$ cat src/rtl/etc_tile_writer_if.sv
// Handshake bundle for etc_tile_writer: tile start, pixel input, row output.
interface etc_tile_writer_if;
    logic         blk_start;
    logic [9:0]   blk_x;
    logic [9:0]   blk_y;
    logic [9:0]   img_w_blk;
    logic         pix_valid;
    logic [3:0]   pix_idx;
    logic [7:0]   r;
    logic [7:0]   g;
    logic [7:0]   b;
    logic [7:0]   a;
    logic         pix_rtr;
    logic         row_valid;
    logic         row_ready;
    logic [127:0] row_data;
    logic [23:0]  row_addr;
    logic         blk_done;

    modport master (
        output blk_start, blk_x, blk_y, img_w_blk,
        output pix_valid, pix_idx, r, g, b, a,
        output row_ready,
        input  pix_rtr, row_valid, row_data, row_addr, blk_done
    );

    modport slave (
        input  blk_start, blk_x, blk_y, img_w_blk,
        input  pix_valid, pix_idx, r, g, b, a,
        input  row_ready,
        output pix_rtr, row_valid, row_data, row_addr, blk_done
    );
endinterface

$ cat src/rtl/etc_tile_writer.sv
// Collects a 4x4 ETC tile in any order and emits it as 4 raster rows.
// Define ETC_TILE_WRITER_ALPHA_EN to store alpha; otherwise alpha is 8'hFF.
module etc_tile_writer (
    input logic              sclk,
    input logic              rsrt,
    etc_tile_writer_if.slave bus
);
    typedef enum logic [1:0] {IDLE, COLLECT, EMIT} state_t;

    state_t      state_q, state_d;
    logic [15:0] mask_q, mask_d;
    logic [1:0]  row_q, row_d;
    logic [9:0]  bx_q, bx_d;
    logic [9:0]  by_q, by_d;
    logic [9:0]  w_q, w_d;
    logic        done_q, done_d;

    logic [7:0]  r_mem [16];
    logic [7:0]  g_mem [16];
    logic [7:0]  b_mem [16];
`ifdef ETC_TILE_WRITER_ALPHA_EN
    logic [7:0]  a_mem [16];
`endif

    logic        pix_acc;
    logic        emit;
    logic [23:0] ypix, wpix, addr;
    logic [127:0] data;

    assign emit    = (state_q == EMIT);
    assign pix_acc = (state_q == COLLECT) && bus.pix_valid;

    always_comb begin
        state_d = state_q;
        mask_d  = mask_q;
        row_d   = row_q;
        bx_d    = bx_q;
        by_d    = by_q;
        w_d     = w_q;
        done_d  = 1'b0;
        unique case (state_q)
            IDLE: begin
                if (bus.blk_start) begin
                    bx_d    = bus.blk_x;
                    by_d    = bus.blk_y;
                    w_d     = bus.img_w_blk;
                    mask_d  = '0;
                    row_d   = '0;
                    state_d = COLLECT;
                end
            end
            COLLECT: begin
                if (bus.pix_valid) begin
                    mask_d = mask_q | (16'h1 << bus.pix_idx);
                    if (&mask_d) state_d = EMIT;
                end
            end
            EMIT: begin
                if (bus.row_ready) begin
                    row_d = row_q + 2'd1;
                    if (row_q == 2'd3) begin
                        done_d  = 1'b1;
                        state_d = IDLE;
                    end
                end
            end
            default: state_d = IDLE;
        endcase
    end

    always_ff @(posedge sclk or negedge rsrt) begin
        if (!rsrt) begin
            state_q <= IDLE;
            mask_q  <= '0;
            row_q   <= '0;
            bx_q    <= '0;
            by_q    <= '0;
            w_q     <= '0;
            done_q  <= 1'b0;
        end else begin
            state_q <= state_d;
            mask_q  <= mask_d;
            row_q   <= row_d;
            bx_q    <= bx_d;
            by_q    <= by_d;
            w_q     <= w_d;
            done_q  <= done_d;
        end
    end

    // Pixel storage is overwritten for every tile, so it carries no reset.
    always_ff @(posedge sclk) begin
        if (pix_acc) begin
            r_mem[bus.pix_idx] <= bus.r;
            g_mem[bus.pix_idx] <= bus.g;
            b_mem[bus.pix_idx] <= bus.b;
`ifdef ETC_TILE_WRITER_ALPHA_EN
            a_mem[bus.pix_idx] <= bus.a;
`endif
        end
    end

    // Slot index is column-major: {x, y}, with y = current row.
    always_comb begin
        data = '0;
        if (emit) begin
            for (int x = 0; x < 4; x++) begin
`ifdef ETC_TILE_WRITER_ALPHA_EN
                data[32*x+24 +: 8] = a_mem[{2'(x), row_q}];
`else
                data[32*x+24 +: 8] = 8'hFF;
`endif
                data[32*x+16 +: 8] = b_mem[{2'(x), row_q}];
                data[32*x+8  +: 8] = g_mem[{2'(x), row_q}];
                data[32*x    +: 8] = r_mem[{2'(x), row_q}];
            end
        end
    end

    assign ypix = 24'({by_q, 2'b00}) + 24'(row_q);
    assign wpix = 24'({w_q, 2'b00});
    assign addr = ypix * wpix + 24'({bx_q, 2'b00});

    assign bus.pix_rtr   = (state_q == COLLECT);
    assign bus.row_valid = emit;
    assign bus.row_data  = data;
    assign bus.row_addr  = emit ? addr : 24'd0;
    assign bus.blk_done  = done_q;
endmodule

$ cat src/flat_wrapper.sv
// flat-port wrapper written by rule: the top's interface ports become plain ports
module etc_tile_writer_flat 
  (sclk, rsrt, bus_blk_start, bus_blk_x, bus_blk_y, bus_img_w_blk, bus_pix_valid, bus_pix_idx, bus_r, bus_g, bus_b, bus_a, bus_row_ready, bus_pix_rtr, bus_row_valid, bus_row_data, bus_row_addr, bus_blk_done);
  etc_tile_writer_if bus_i ();
  input logic sclk;
  input logic rsrt;
  input wire logic [$bits(bus_i.blk_start)-1:0] bus_blk_start;
  input wire logic [$bits(bus_i.blk_x)-1:0] bus_blk_x;
  input wire logic [$bits(bus_i.blk_y)-1:0] bus_blk_y;
  input wire logic [$bits(bus_i.img_w_blk)-1:0] bus_img_w_blk;
  input wire logic [$bits(bus_i.pix_valid)-1:0] bus_pix_valid;
  input wire logic [$bits(bus_i.pix_idx)-1:0] bus_pix_idx;
  input wire logic [$bits(bus_i.r)-1:0] bus_r;
  input wire logic [$bits(bus_i.g)-1:0] bus_g;
  input wire logic [$bits(bus_i.b)-1:0] bus_b;
  input wire logic [$bits(bus_i.a)-1:0] bus_a;
  input wire logic [$bits(bus_i.row_ready)-1:0] bus_row_ready;
  output wire logic [$bits(bus_i.pix_rtr)-1:0] bus_pix_rtr;
  output wire logic [$bits(bus_i.row_valid)-1:0] bus_row_valid;
  output wire logic [$bits(bus_i.row_data)-1:0] bus_row_data;
  output wire logic [$bits(bus_i.row_addr)-1:0] bus_row_addr;
  output wire logic [$bits(bus_i.blk_done)-1:0] bus_blk_done;
  assign bus_i.blk_start = bus_blk_start;
  assign bus_i.blk_x = bus_blk_x;
  assign bus_i.blk_y = bus_blk_y;
  assign bus_i.img_w_blk = bus_img_w_blk;
  assign bus_i.pix_valid = bus_pix_valid;
  assign bus_i.pix_idx = bus_pix_idx;
  assign bus_i.r = bus_r;
  assign bus_i.g = bus_g;
  assign bus_i.b = bus_b;
  assign bus_i.a = bus_a;
  assign bus_i.row_ready = bus_row_ready;
  assign bus_pix_rtr = bus_i.pix_rtr;
  assign bus_row_valid = bus_i.row_valid;
  assign bus_row_data = bus_i.row_data;
  assign bus_row_addr = bus_i.row_addr;
  assign bus_blk_done = bus_i.blk_done;
  etc_tile_writer u_core (.sclk(sclk), .rsrt(rsrt), .bus(bus_i));
endmodule
$ cat config.mk
export PLATFORM = sky130hd
export DESIGN_NAME = etc_tile_writer_flat
export DESIGN_NICKNAME = d
export VERILOG_FILES = /design/src/rtl/etc_tile_writer_if.sv /design/src/rtl/etc_tile_writer.sv /design/src/flat_wrapper.sv
export SDC_FILE = /design/constraint.sdc
export NUM_CORES = 1
export LEC_CHECK = 0
export CAP_MARGIN = 5
export CORE_ASPECT_RATIO = 2
export CORE_MARGIN = 4
export CORE_UTILIZATION = 40
export DETAILED_ROUTE_END_ITERATION = 8
export PLACE_DENSITY = 0.71
export SYNTH_ARGS = -nofsm -noshare
export SYNTH_HDL_FRONTEND = slang
export SYNTH_SLANG_ARGS = --single-unit
$ cat constraint.sdc
create_clock -name sclk -period 10.06 [get_ports sclk]
set_clock_uncertainty 0.2 [all_clocks]
set_input_delay 2.012 -clock sclk [delete_from_list [all_inputs] [get_ports sclk]]
set_output_delay 2.012 -clock sclk [all_outputs]
set_load 0.05 [all_outputs]
==> run_1/gate_families.png <==
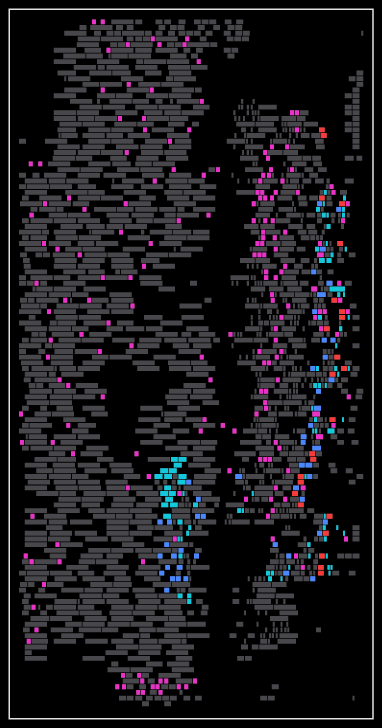
red -> XOR/XNOR gates  # cells 24, most used xnor2_1
magenta -> AND and OR gates  # cells 189, most used and2_1, where widely spread
blue -> AND-OR and OR-AND gates  # cells 48, most used a21o_1
cyan -> NOR gates  # cells 82, most used nor2_1
combinational share of cell area: 0.321
most numerous logic cell after layout: edfxtp_1
non-filler cells, final: 2378

==> run_1/registers.png <==
The bar under the picture is 50 microns long. Other sequential cells in the stronger grey, the rest of the logic in the fainter grey.
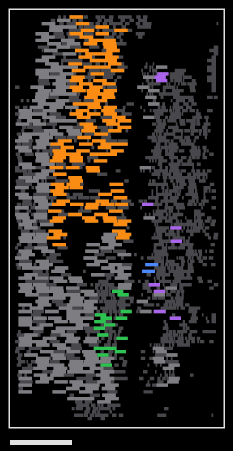
blue -> u_core.row_q  # flops 2
orange -> u_core.b_mem  # flops 128
purple -> u_core.w_q  # flops 10
green -> u_core.mask_q  # flops 16, where bottom middle
not coloured = 279
register area: 12800 sq um
sequential share of cell area: 0.494
seq pwr: 2.17 mW

==> run_1/met2.png <==
The bar under the picture is 50 microns long.
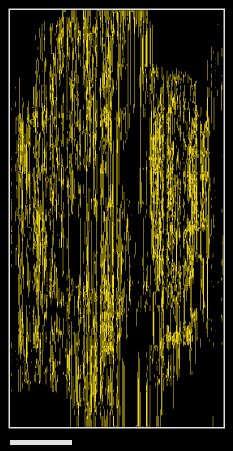
share of all routed wire = 57%
longest straight run = 153 microns
wire length on this layer = 30.6 mm
nets with wire on the layer = 1688
main direction = vertical
GR Util met2: 0.358
WL final: 54000 microns
Vias: 13000

==> results_slide.txt, run 1 <==
Synthesis and Place & Route Summary

CTS
  – H-Tree Level Count: 2
  – Root buf cell: clkbuf_16
  – CTS tree: done
  – Clk pin slew, worst setup/hold paths: roughly 0.070 ns
  – Clock buffer depth: 3
  – TritonCTS Sinks: about 440
  – PostCTS Resize Cnt: 1
  – Post-CTS Setup Bufs: 0
  – Num CTS Buffers: 37
  – Hold_buf cts: 0

Global route
  – Met3 track demand over resource: 0.0260
  – Gr usage total: 0.182
  – First-pass GRT wire length: slightly above 80000 microns
  – GR peak layer: met2
  – Largest net degree at the start of global routing: 103
  – Vias in the first global route: 14100

Logic synthesis
  – Top cells by area: edfxtp_1, mux4_2, fa_1, dfrtp_1, and2_1
  – Chip Area, Yosys: roughly 22000 sq um
  – Seq share, synth: 0.585
  – Xor/xnor share: 0.00960
  – Fa+ha+maj area frac: 0.111
  – Synth Area in Simple Gates: 0.110
  – Synth Warn #: 0
  – Synth Cell Area: roughly 22000 sq um
  – Main logic family after synthesis: adder cells
  – Flip-flops with a built-in enable: 384
  – Mux area share: 0.100
  – Synth Instances: 1510
  – Asr flop ratio synth: 0.117
  – Unique cell types: just under 70
  – Post-synth top area cell: edfxtp_1
  – Most numerous cell in the Yosys netlist: edfxtp_1
  – Syn_area_per_cell: around 15 sq um
  – #FFs+latches synth: 435
  – Top-area cell share: 0.527
  – Top cells by count: edfxtp_1, and2_1, nand2_1
  – Main flop type: edfxtp_1
  – Compound-Gate Fraction of Synth Area: 0.0437

Floorplan
  – Top Ports: about 230
  – Tap cells: just under 700
  – Fp_density: 0.403
  – Core area: ~54000 sq um
  – Rows: 121
  – Die width: about 170 microns
  – Die footprint: about 60000 sq um
  – Die Span Y: 339 microns

Placement
  – Placed instance area: between 20000 and 25000 sq um
  – PortBufs: 215
  – Placed cells: around 2300
  – Dpl ws: around 0.58 ns
  – Final GP Congestion: about 0.86
  – Dpl hpwl: around 37000 microns

Worst setup path
  – Worst setup startpoint: u_core.w_q[2]
  – R2R cell count: 4
  – Worst path required time: slightly below 8 ns
  – R2R Setup Slk: just over 7 ns
  – Reg2reg end: u_core.b_mem[5][2]
  – Crit end category: output port
  – Crit start category: register
  – Crit path to: bus_row_addr[15]
  – Crit path DAT: ~7.5 ns
  – R2r startpoint: u_core.state_q[1]
  – Worst-path fanout max: 13
  – Critical path class: reg -> out

Final layout
  – Area Overhead vs Synth: 18.4%
  – Filler cells: between 4000 and 5000
  – Comb_multi_in: approximately 880
  – Largest cell class by area: registers
  – Invs w/o clock: roughly 86
  – Buffering overhead: 0.0885
  – Layout Nets: between 1500 and 2000
  – Non-CTS buffers: about 230
  – Most instantiated logic cells after routing: edfxtp_1, clkdlybuf4s50_1, and2_1
  – ANT cells: 3
  – Share of cells above drive strength 1: 0.119
  – Final Core Density: 0.477
  – CLK BUF: about 46
  – ClkCell Share: 0.0508
  – Flop count: 435
  – Final instance area: 25900 sq um

Detailed routing
  – DRT Pass-1 Iters: 8
  – # DRC: 0
  – DRT met1 WL: around 19000 microns
  – WL/cell: around 23 microns
  – DR vias/cell: 5.45
  – Highest routing layer actually used: met5
  – Met3 WL: 2610 microns
  – DRT iter0 DRCs: 732
  – Antenna Nets Post-Route: 0

Timing
  – Final Hold Vio Count: 0
  – Final Critical Period: between 9 and 10 ns
  – Setup TNS: 0 ns
  – Final hold slack: around 0.28 ns
  – Achievable Freq: between 100 and 150 MHz
  – Slew HR: 0.229
  – Fin crit share: 0.964
  – Slew Viols, Final: 0
  – RSZ-0062 raised after global routing: false
  – Post-route worst setup slack: around 0.36 ns
  – Slew @ Worst Pin: approximately 1.2 ns

Power and ir drop
  – Comb pwr: roughly 3.3 mW
  – Pwr dens: 269 nW/um^2
  – Register share of total power: 0.310
  – Top Consumer: combinational cells
  – Leakage: 9.55 nW
  – Total power: around 7.0 mW
  – Power Clock: ~1.6 mW
  – Sw frac: 0.388
  – Comb pwr share: 0.466
  – Worst vdd ir: 232 uV
  – Clock power frac: 0.224

Min path
  – Min-Delay Startpoint: u_core.mask_q[0]
  – Worst Hold Endpoint: u_core.mask_q[0]
  – Worst hold path class: reg -> reg
  – Worst hold stages: 1

Flow run
  – Tool Warnings: 37
  – Max Cap Viol: 0

Outcome
  – Status: finished clean
## run 1: critical path: stages (launching register included)
cell,delay (ns)
dfrtp_1,0.65
nand2_1,0.14
fa_1,0.53
inv_1,0.05
fa_1,0.45
ha_1,0.30
fa_1,0.48
inv_1,0.05
fa_1,0.47
inv_1,0.04
ha_1,0.37
a21o_1,0.28
a21o_2,0.23
xor2_1,0.16
ha_1,0.39
nand4_1,0.09
or3_1,0.32
nand3_1,0.11
nor3_1,0.10
or3_1,0.40
or3_1,0.33
a21oi_1,0.15
clkdlybuf4s50_1,0.81
## run 1: flip-flops by register name (all words and copies together) (netlist names)
register             flops
u_core.b_mem           128
u_core.bus.blk_done      1
u_core.bx_q             10
u_core.by_q             10
u_core.g_mem           128
u_core.mask_q           16
u_core.r_mem           128
u_core.row_q             2
u_core.state_q           2
u_core.w_q              10
==> run 2: changes to the inputs <==
--- a/config.mk
+++ b/config.mk
@@ -6,7 +6,7 @@
 export NUM_CORES = 1
 export LEC_CHECK = 0
 export CAP_MARGIN = 5
-export CORE_ASPECT_RATIO = 2
+export CORE_ASPECT_RATIO = 1.75
 export CORE_MARGIN = 4
 export CORE_UTILIZATION = 40
 export DETAILED_ROUTE_END_ITERATION = 8
==> run_2/registers.png <==
The bar under the picture is 50 microns long. Other sequential cells in the stronger grey, the rest of the logic in the fainter grey.
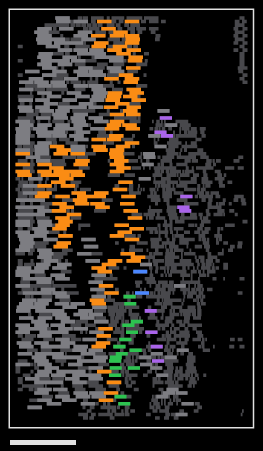
blue -> u_core.row_q  # flops 2
orange -> u_core.b_mem  # flops 128
green -> u_core.mask_q  # flops 16, where bottom middle
purple -> u_core.w_q  # flops 10
not coloured = 279
register area: 12800 sq um
seq pwr: 2.16 mW

==> run_2/final_congestion.png <==
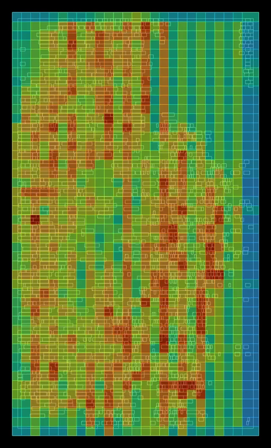
gr usage total: 0.182
met1 usage: 0.202
GR Util met2: 0.354
Final Core Density: 0.476

==> run_2/gate_families.png <==
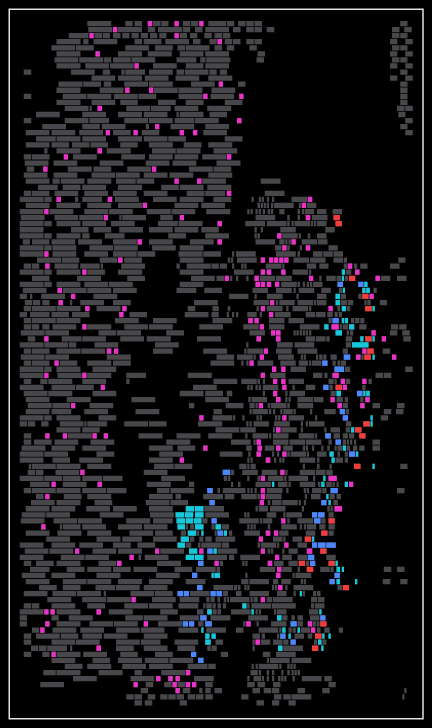
magenta -> AND and OR gates  # cells 189, most used and2_1, where widely spread
cyan -> NOR gates  # cells 82, most used nor2_1
blue -> AND-OR and OR-AND gates  # cells 48, most used a21o_1
red -> XOR/XNOR gates  # cells 24, most used xnor2_1
combinational share of cell area: 0.322
non-filler cells, final: 2393

==> run 2 against run 1 <==
  * Maximum frequency up 0.25%
  * Setup slack better by 0.024 ns
  * Clock power down 7%
  * Synthesized cell count unchanged
  * Sequential power about the same
  * Cell count up 0.63%
  * Power down 2.4%
  * Area after synthesis unchanged
  * Design area down 0.27%
  * Hold slack about the same
  * Core utilization down 0.077 points
  * Critical path depth up 1
  * Critical path type unchanged
  * Critical endpoint is now bus_row_addr[17]
  * Largest cell class unchanged
  * Largest power group unchanged
==> results_slide.txt, run 2 <==
Synthesis and Place & Route Summary

CTS
  – H-Tree Level Count: 2 (unchanged)
  – Root buf cell: clkbuf_16
  – Num CTS Buffers: 38 (+2.7%)
  – Clock buffer depth: 3 (unchanged)
  – Clk pin slew, worst setup/hold paths: 0.07 ns (about the same)
  – CTS tree: done
  – Post-CTS Setup Bufs: 0 (unchanged)
  – TritonCTS Sinks: 435 (unchanged)

Power and ir drop
  – Leakage: 9.53 nW (-0.27%)
  – Register share of total power: 0.317 (+0.007)
  – Top Consumer: combinational cells
  – Comb pwr share: 0.469 (+0.003)
  – Comb pwr: 3.20 mW (-2%)

Worst setup path
  – Reg2reg end: u_core.b_mem[4][5]
  – CP peak stage delay: 0.80 ns (about the same)
  – Worst path required time: 7.85 ns (about the same)
  – R2R cell count: 4 (unchanged)
  – Crit end category: output port
  – Crit path to: bus_row_addr[17]
  – R2R Setup Slk: 7.06 ns (-0.08 ns)
  – Crit-path slowest cell: clkdlybuf4s50_1

Logic synthesis
  – Synth Area in Simple Gates: 0.110 (unchanged)
  – Top cells by area: edfxtp_1, mux4_2, fa_1, dfrtp_1, and2_1
  – Syn_area_per_cell: 14.5 sq um (unchanged)
  – Synth Cell Area: 21900 sq um (unchanged)
  – Top-area cell share: 0.527 (unchanged)
  – Xor/xnor share: 0.00960 (unchanged)
  – Unique cell types: 68 (unchanged)
  – Top cells by count: edfxtp_1, and2_1, nand2_1
  – Compound-Gate Fraction of Synth Area: 0.0437 (unchanged)
  – Main logic family after synthesis: adder cells
  – Asr flop ratio synth: 0.117 (unchanged)
  – Chip Area, Yosys: 21900 sq um (unchanged)

Global route
  – Vias in the first global route: 13900 (-1.5%)
  – Met3 track demand over resource: 0.0253 (-0.000724)

Flow run
  – Max Cap Viol: 0 (unchanged)

Detailed routing
  – DRT iter0 DRCs: 717 (-2.0%)
  – DR vias/cell: 5.30 (-2.8%)
  – Highest routing layer actually used: met5
  – WL/cell: 22.2 microns (-2.0%)
  – DRT met1 WL: 18900 microns (+0.54%)
  – Met3 WL: 2520 microns (-3.2%)
  – WL final: 53200 microns (-1.4%)

Timing
  – Slew @ Worst Pin: 1.15 ns (-0.00273 ns)
  – Final hold slack: 0.285 ns (+0.000405 ns)
  – Slew Viols, Final: 0 (unchanged)
  – RSZ-0062 raised after global routing: false
  – Fin crit share: 0.961 (-0.00239)
  – Achievable Freq: 103 MHz (+0.25%)
  – Final Hold Vio Count: 0 (unchanged)

Placement
  – Final GP Congestion: 0.864 (+0.48%)

Final layout
  – Filler cells: 4668 (+1.4%)
  – Layout Nets: 1890 (+0.053%)
  – Biggest regs: u_core.b_mem (128), u_core.g_mem (128), u_core.r_mem (128)

Min path
  – Min-Delay Startpoint: u_core.mask_q[0]
  – Worst Hold Endpoint: u_core.mask_q[0]

Floorplan
  – Top Ports: 226 (unchanged)
  – Core area: 54300 sq um (-0.11%)
  – Die width: 185 microns (+6.6%)
  – Die footprint: 58700 sq um (-0.14%)

Outcome
  – Status: finished clean
==> run 2: cell counts after synthesis <==
No cell type changed its count.
==> run 2: final cells by class <==
class,instances,area share
Sequential cell,435,0.496
Tap cell,690,0.0334
Inverter,86,0.0126
Antenna cell,3,0.000290
Clock buffer,47,0.0389
Multi-Input combinational cell,877,0.322
Clock inverter,21,0.00871
Timing Repair Buffer,234,0.0888
==> run 2: critical path: cells and delay by family (launching register included) <==
kind	cells	cell delay (ns)
adders and majority gates	7	3.00
and+or+nand+nor	8	1.58
buffers and inverters	4	0.94
DFF	1	0.62
AOI/OAI and AO/OA	2	0.50
xor gates and xnor gates	2	0.31
Power figures rest on the tool's default switching activity, not on a simulated workload.
